layer_met2.png
Drawn at 4 px/µm.
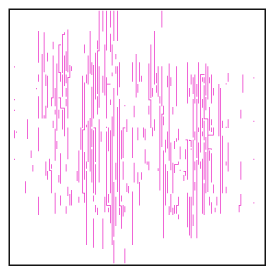
power_grid.png
Drawn at 6 px/µm. Pins as bars on the die edge. Tap cells in grey.
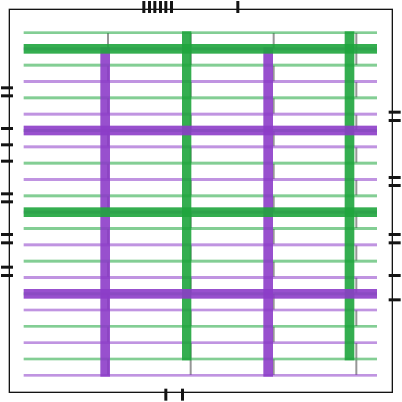
wires.png
Drawn at 6 px/µm.
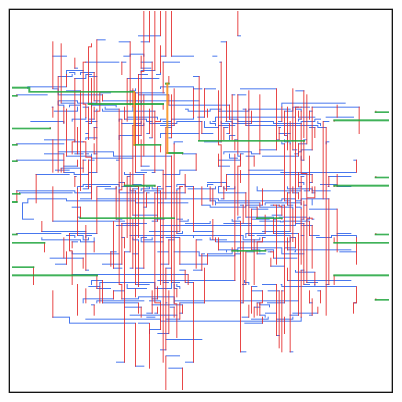
clocks.png
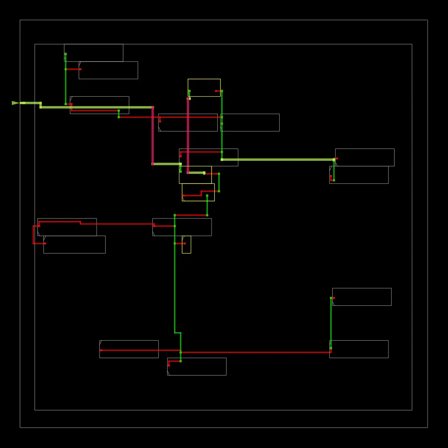
### src/rtl/acumulador_serial.sv
// ============================================================================
// Module   : acumulador_serial (with helper adder somador)
// Purpose  : Frame accumulator over valid/ready; sums TAM-bit operands via
//            somador, reports total, saturating beat count and overflow.
//            Optional macro ACUM_SATURATE_EN clamps the total to all-ones on carry.
// Revision : 1.0 - initial release
// ============================================================================
`default_nettype none

module somador #(
  parameter int TAM = 8
) (
  input  logic [TAM-1:0] a,
  input  logic [TAM-1:0] b,
  output logic [TAM-1:0] s
);
  assign s = a + b;
endmodule

module acumulador_serial #(
  parameter int TAM  = 8,
  parameter int CNTW = 4
) (
  input  logic            clk,
  input  logic            rst,
  input  logic            in_valid,
  output logic            in_ready,
  input  logic [TAM-1:0]  in_data,
  input  logic            in_last,
  output logic            out_valid,
  input  logic            out_ready,
  output logic [TAM-1:0]  out_sum,
  output logic [CNTW-1:0] out_cnt,
  output logic            out_ovf
);

  typedef enum logic [1:0] {
    ST_IDLE = 2'd0,
    ST_ACC  = 2'd1,
    ST_DONE = 2'd2
  } state_t;

  localparam logic [CNTW-1:0] c_cnt_max  = '1;
  localparam logic [CNTW-1:0] c_cnt_one  = CNTW'(1);
  localparam logic [TAM-1:0]  c_all_ones = '1;

  state_t          r_state, w_state_nxt;
  logic [TAM-1:0]  r_acc, w_acc_nxt;
  logic [CNTW-1:0] r_cnt, w_cnt_nxt;
  logic            r_ovf, w_ovf_nxt;
  logic [TAM-1:0]  w_sum;
  logic            w_carry;
  logic            w_beat;

  somador #(.TAM(TAM)) u_somador (
    .a (r_acc),
    .b (in_data),
    .s (w_sum)
  );

  // A wrapped sum is always smaller than the value it started from.
  assign w_carry  = (w_sum < r_acc);
  assign in_ready = (r_state != ST_DONE);
  assign out_valid = (r_state == ST_DONE);
  assign w_beat   = in_valid && in_ready;

  assign out_sum = r_acc;
  assign out_cnt = r_cnt;
  assign out_ovf = r_ovf;

  always_ff @(posedge clk or posedge rst) begin
    if (rst) begin
      r_state <= ST_IDLE;
      r_acc   <= '0;
      r_cnt   <= '0;
      r_ovf   <= 1'b0;
    end else begin
      r_state <= w_state_nxt;
      r_acc   <= w_acc_nxt;
      r_cnt   <= w_cnt_nxt;
      r_ovf   <= w_ovf_nxt;
    end
  end

  always_comb begin
    w_state_nxt = r_state;
    w_acc_nxt   = r_acc;
    w_cnt_nxt   = r_cnt;
    w_ovf_nxt   = r_ovf;
    case (r_state)
      ST_IDLE: begin
        if (w_beat) begin
          w_acc_nxt   = in_data;
          w_cnt_nxt   = c_cnt_one;
          w_ovf_nxt   = 1'b0;
          w_state_nxt = in_last ? ST_DONE : ST_ACC;
        end
      end
      ST_ACC: begin
        if (w_beat) begin
`ifdef ACUM_SATURATE_EN
          w_acc_nxt = w_carry ? c_all_ones : w_sum;
`else
          w_acc_nxt = w_sum;
`endif
          w_cnt_nxt   = (r_cnt == c_cnt_max) ? c_cnt_max : r_cnt + c_cnt_one;
          w_ovf_nxt   = r_ovf | w_carry;
          w_state_nxt = in_last ? ST_DONE : ST_ACC;
        end
      end
      ST_DONE: begin
        if (out_ready) begin
          w_acc_nxt   = '0;
          w_cnt_nxt   = '0;
          w_ovf_nxt   = 1'b0;
          w_state_nxt = ST_IDLE;
        end
      end
      default: begin
        w_acc_nxt   = '0;
        w_cnt_nxt   = '0;
        w_ovf_nxt   = 1'b0;
        w_state_nxt = ST_IDLE;
      end
    endcase
  end

  // Only referenced when saturation is enabled.
  logic w_unused;
  assign w_unused = ^c_all_ones;

endmodule

`default_nettype wire

### config.mk
export PLATFORM = sky130hd
export DESIGN_NAME = acumulador_serial
export DESIGN_NICKNAME = d
export VERILOG_FILES = /design/src/rtl/acumulador_serial.sv
export SDC_FILE = /design/constraint.sdc
export NUM_CORES = 1
export LEC_CHECK = 0
export ABC_AREA = 1
export CORE_MARGIN = 2
export CORE_UTILIZATION = 35
export CTS_BUF_LIST = sky130_fd_sc_hd__clkbuf_8 sky130_fd_sc_hd__clkbuf_16
export DETAILED_ROUTE_END_ITERATION = 16
export PLACE_DENSITY_LB_ADDON = 0.25
export SLEW_MARGIN = 40
export SYNTH_ARGS = -nofsm -noshare
export SYNTH_HDL_FRONTEND = slang
export SYNTH_SLANG_ARGS = --single-unit
### constraint.sdc
create_clock -name clk -period 2.5 [get_ports clk]
set_clock_uncertainty 0.2 [all_clocks]
set_input_delay 0.5 -clock clk [delete_from_list [all_inputs] [get_ports clk]]
set_output_delay 0.5 -clock clk [all_outputs]
set_load 0.03 [all_outputs]
==> qor.txt <==
Combinational power share = 0.743
Vertical die size = 63.61 µm
Worst reg-to-reg path cell count = 14
Combinational Area = 874.6 µm²
Most frequent logic cell in the layout = nand2_1
Tmin final = 2.436 ns
Post-Synthesis Cells = 165
R2R Setup Slk = 0.07 ns
Clk slew on worst S/H paths = 0.06 ns
Non-CTS buffers = 42
CTS buffer count = 3
Register share of the cell area = 0.2069
NetSw = 0.001243 W
Registers = 15
Core Util, Final = 0.5413
H-tree depth = 1
Placed Area = 0.001645 mm²
CTS max path bufs = 2
Post-route setup slack = 0.06393 ns
Switching fraction of total power = 0.4752
Max-cap violations = 0
Post-synth EDFFs = 0
Pre-CTS setup slack = -0.5503 ns
FILL cells = 337
# nets final = 239
GRT busiest layer = met2
Cell internal pwr = 0.001373 W
RSZ-0062 raised after global routing = yes
Synthesized area per cell = 7.538 µm²
End point of the critical path = out_ovf$_DFFE_PP0P_
Total grt overflow = 0
PnR Total Power = 0.002617 W
Reg2reg start = out_sum[0]$_DFFE_PP0P_
WP data arrival = 2.38 ns
Clkbuf count = 3
CTS tree = yes
Met1 WL = 1.403 mm
F_max = 410.5 MHz
Basic Gates by Area = 0.2897
Outcome = finished clean
Share of cells above drive strength 1 = 0.2381
Top sig layer = met4
FFs w/ async S/R, synth = 1.000
# Cells Yosys = 165
Area reported by Yosys stat = 0.001244 mm²
Crit Path Class = in2reg
Top cells by area, synth = dfrtp_1, ha_1, nand2_1
Buffers plus inverters on the worst setup path = 1
Logic share of the area = 0.4804
Required time worst endpoint = 2.44 ns
Hold_sp = out_ovf$_DFFE_PP0P_
Root Buffer = clkbuf_8
Synth unique cells = 27
Dominant flop cell = dfrtp_1
Fin. max-slew vios = 0
Syn_nets = 193
Diodes inserted = 0
First-pass GRT wire length = 5.444 mm
Chip width = 63.61 µm
I/O Buffers = 27
Fin Setup TNS = 0 ns
Max_slew headroom = 0.4957
Power Density = 1437 mW/mm²
-- layer_met2.png (at the start) --
share of all routed wire: 50%
main direction: vertical
nets with wire on the layer: 203
longest straight run: 32.0 µm
wire length on this layer: 1600 µm
met2 usage: 0.3013
Routed Wire Length: 3.190 mm
DR vias: 1246

-- power_grid.png (at the start) --
legend:
  green:
    net: VDD
  purple:
    net: VSS
signal pins: 28
met5 straps: 4
rows: 21
met1 rails: 22
met4 straps: 4

-- wires.png (at the start) --
legend:
  green:
    layer: metal 3
    wire_length: 166 µm
  red:
    layer: metal 2
    wire_length: 1600 µm
  orange:
    layer: metal 4
    wire_length: 20.4 µm
  blue:
    layer: metal 1
    wire_length: 1400 µm
routed len/inst: 12.46 µm
GRT Util Overall: 0.1726

-- clocks.png (at the start) --
Sink Count: 15
P_clk: 0.000201 W

Power is estimated from default activity; no workload was simulated.
